Wire density map:
The die is cut into 17 by 17 equal tiles; black is low, pale yellow is high, scaled to the fullest tile. Values are wire area over tile area, all layers added.
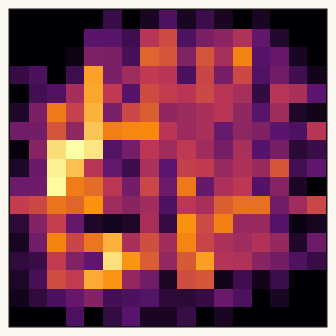
Placement view:
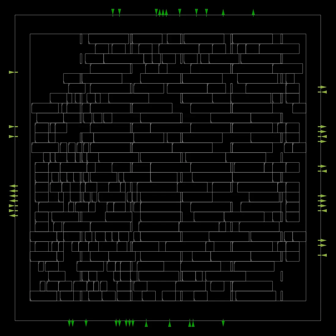
Zoomed window:
Scale bar: 10 µm. Window x 30 to 55, y 13 to 38 µm. Cells in grey, sequential cells in the stronger grey; small squares are vias.
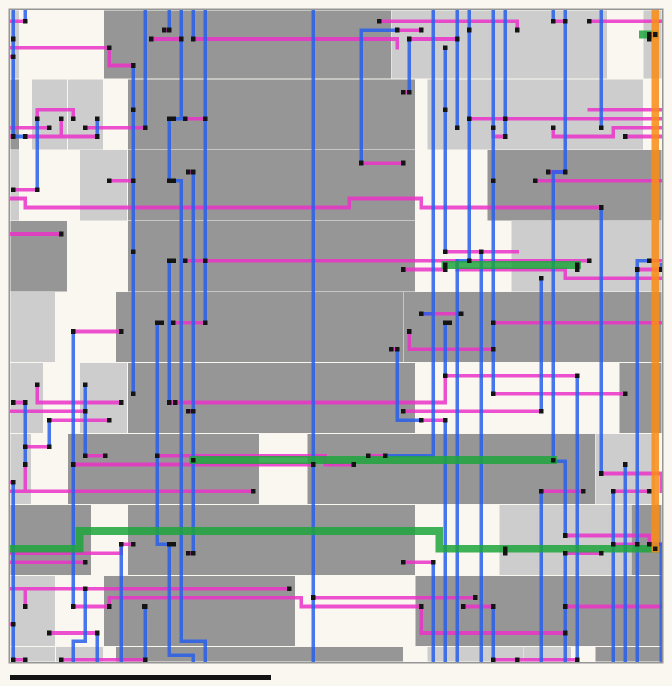
Gate-type map:
Scale bar: 20 µm.
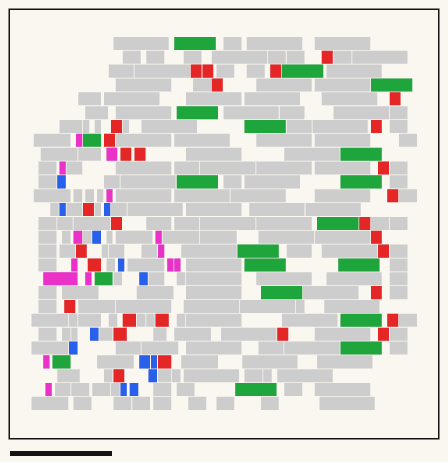
Clock wires, drivers and flops:
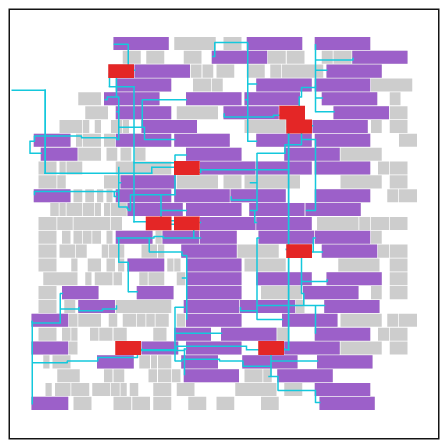
### config.mk
export PLATFORM = sky130hd
export DESIGN_NAME = option_fifo
export DESIGN_NICKNAME = d
export VERILOG_FILES = /design/src/rtl/option_fifo_pkg.sv /design/src/rtl/option_fifo_mem.sv /design/src/rtl/option_fifo.sv
export SDC_FILE = /design/constraint.sdc
export NUM_CORES = 1
export LEC_CHECK = 0
export ABC_CLOCK_PERIOD_IN_PS = 6200
export CORE_MARGIN = 4
export CORE_UTILIZATION = 58
export CTS_CLUSTER_DIAMETER = 100
export DETAILED_ROUTE_END_ITERATION = 12
export PLACE_DENSITY_LB_ADDON = 0.3
export REMOVE_ABC_BUFFERS = 1
export SYNTH_ARGS = -nofsm -noshare
export SYNTH_HDL_FRONTEND = slang
export SYNTH_SLANG_ARGS = --single-unit
export TNS_END_PERCENT = 5
### constraint.sdc
create_clock -name _i_clk -period 6.2 [get_ports _i_clk]
set_input_delay 0.62 -clock _i_clk [delete_from_list [all_inputs] [get_ports _i_clk]]
set_output_delay 0.62 -clock _i_clk [all_outputs]
set_load 0.01 [all_outputs]
### src/rtl/option_fifo_pkg.sv
// Option-encoding definitions shared by the array-indexing stage,
// option_fifo and their benches. Tag lives in the MSB, 0 = Some, 1 = None.
package option_fifo_pkg;

    localparam int  OPT_PAYLOAD_W = 16;
    localparam int  OPT_W         = OPT_PAYLOAD_W + 1;

    localparam logic SOME_TAG = 1'b0;
    localparam logic NONE_TAG = 1'b1;

    // Canonical None word at the default payload width
    localparam logic [OPT_W-1:0] NONE_WORD = {NONE_TAG, {OPT_PAYLOAD_W{1'b0}}};

    // Option word width for a given payload width
    function automatic int opt_width(input int w);
        return w + 1;
    endfunction

endpackage

### src/rtl/option_fifo_mem.sv
// DEPTH x W storage for option_fifo: one synchronous write port and one
// asynchronous read port. Ports: clk_i, we_i/waddr_i/wdata_i, raddr_i/rdata_o.
module option_fifo_mem #(
    parameter int DEPTH = 4,
    parameter int W     = 16,
    localparam int AW   = $clog2(DEPTH)
) (
    input  logic          clk_i,
    input  logic          we_i,
    input  logic [AW-1:0] waddr_i,
    input  logic [W-1:0]  wdata_i,
    input  logic [AW-1:0] raddr_i,
    output logic [W-1:0]  rdata_o
);

    logic [W-1:0] mem_q [DEPTH];

    always_ff @(posedge clk_i) begin
        if (we_i) begin
            mem_q[waddr_i] <= wdata_i;
        end
    end

    assign rdata_o = mem_q[raddr_i];

endmodule

### src/rtl/option_fifo.sv
// Show-ahead FIFO behind the array-indexing stage: buffers Some payloads,
// discards None, presents the head Option-encoded and counts overflow drops.
// Ports: _i_clk, _i_rst (sync, active high), _i_in (Option), _i_pop,
//        __output (Option head), __count, __full, __dropped (saturating).
module option_fifo
    import option_fifo_pkg::*;
#(
    parameter int DEPTH  = 4,
    parameter int W      = 16,
    parameter int DROP_W = 8,
    localparam int PW    = $clog2(DEPTH),
    localparam int CW    = $clog2(DEPTH) + 1
) (
    input  logic                    _i_clk,
    input  logic                    _i_rst,
    input  logic [opt_width(W)-1:0] _i_in,
    input  logic                    _i_pop,
    output logic [opt_width(W)-1:0] __output,
    output logic [CW-1:0]           __count,
    output logic                    __full,
    output logic [DROP_W-1:0]       __dropped
);

    if (DEPTH < 2 || (DEPTH & (DEPTH - 1)) != 0) begin : g_bad_depth
        $error("option_fifo: DEPTH must be a power of two >= 2");
    end

    logic [PW-1:0]     wptr_q, wptr_d;
    logic [PW-1:0]     rptr_q, rptr_d;
    logic [CW-1:0]     count_q, count_d;
    logic [DROP_W-1:0] drop_q, drop_d;
    logic [W-1:0]      head;

    logic push_req;
    logic pop_ok;
    logic push_ok;
    logic full;
    logic empty;

    assign full     = (count_q == CW'(DEPTH));
    assign empty    = (count_q == '0);
    assign push_req = (_i_in[W] == SOME_TAG);
    assign pop_ok   = _i_pop && !empty;
    // A pop in the same cycle frees the slot the push needs
    assign push_ok  = push_req && (!full || pop_ok);

    always_comb begin
        wptr_d  = wptr_q;
        rptr_d  = rptr_q;
        count_d = count_q;
        drop_d  = drop_q;
        if (push_ok) begin
            wptr_d = wptr_q + PW'(1);
        end
        if (pop_ok) begin
            rptr_d = rptr_q + PW'(1);
        end
        unique case ({push_ok, pop_ok})
            2'b10:   count_d = count_q + CW'(1);
            2'b01:   count_d = count_q - CW'(1);
            default: count_d = count_q;
        endcase
        if (push_req && !push_ok && !(&drop_q)) begin
            drop_d = drop_q + DROP_W'(1);
        end
    end

    always_ff @(posedge _i_clk) begin
        if (_i_rst) begin
            wptr_q  <= '0;
            rptr_q  <= '0;
            count_q <= '0;
            drop_q  <= '0;
        end else begin
            wptr_q  <= wptr_d;
            rptr_q  <= rptr_d;
            count_q <= count_d;
            drop_q  <= drop_d;
        end
    end

    // Writes are gated off during reset so storage never sees a stray push
    option_fifo_mem #(
        .DEPTH (DEPTH),
        .W     (W)
    ) u_mem (
        .clk_i   (_i_clk),
        .we_i    (push_ok && !_i_rst),
        .waddr_i (wptr_q),
        .wdata_i (_i_in[W-1:0]),
        .raddr_i (rptr_q),
        .rdata_o (head)
    );

    assign __output  = empty ? {NONE_TAG, {W{1'b0}}} : {SOME_TAG, head};
    assign __count   = count_q;
    assign __full    = full;
    assign __dropped = drop_q;

endmodule

==> notes.md <==
Here are the numbers from the latest Yosys + OpenROAD run.

Per the STA report, the cell with the highest stage delay on the worst path is sky130_fd_sc_hd__dfxtp_1. The most critical hold endpoint after final layout shows a slack of ~0.51 ns. Per the synthesis report, the AND-OR/OR-AND share of the synthesized area is 0.0447. Per the summary, power density relative to cell area is 330 mW/mm². The average footprint of a synthesized cell is 15.8 µm². The stage logs contain a warning count of 28.

The arrival time at the worst endpoint is 2.64 ns. The switching share of power is 0.234. The met2 layer wire length in the routed design came out at roughly 2800 µm.

The post-layout total power came out at 1.35 mW. The report gives the cell count of the worst hold path as 2. Leaving out the clock tree, the finished layout contains a buffer count of 48. After synthesis the netlist holds a flip-flop and latch count of around 80. The layout has 9 clock buffers.

The final core area utilization is 0.734. The power of the sequential group came out at ~0.65 mW. The number of antenna violations at the first check in global routing is 0. Entering global routing, the biggest net connects 20 pins. The power consumed by combinational cells is about 0.27 mW. The global placer's final weighted congestion came out at about 0.75. The flow ran to the end, and the final reports show no timing, DRC or antenna violations. The layout inverter count without the clock tree came out at 7.
Notes on 'wire density map' above:
- tiles over half the peak: 24%
- nearly empty tiles: 14%
- mean over tiles: 0.12
- fullest tile: 0.37
- densest ninth of the die: middle left

Notes on 'placement view' above:
Non-Filler Instances: 336
flop count: 81
number of tapcells: 72

Notes on 'zoomed window' above:
- magenta: met1
- orange: met4
- green: met3
- blue: met2
- netlist names of flops here include: `u_mem.mem_q` (11), `__dropped` (2)
- sequential cells in the window: 13
- cells with their middle in the window: 23
- most frequent: edfxtp_1 (11), mux4_2 (3)

Notes on 'gate-type map' above:
- green: multiplexers (cells 19; where all over the die)
- blue: NAND gates (cells 13)
- magenta: NOR gates (cells 14)
- red: AND and OR gates (cells 30; where all over the die)

Notes on 'clock wires, drivers and flops' above:
- cyan: clock wires (length 797 µm)
- purple: flip-flops (count 81)
- red: cells driving clock nets (count 9)
- routed clock nets: 10

Power figures rest on the tool's default switching activity, not on a simulated workload.
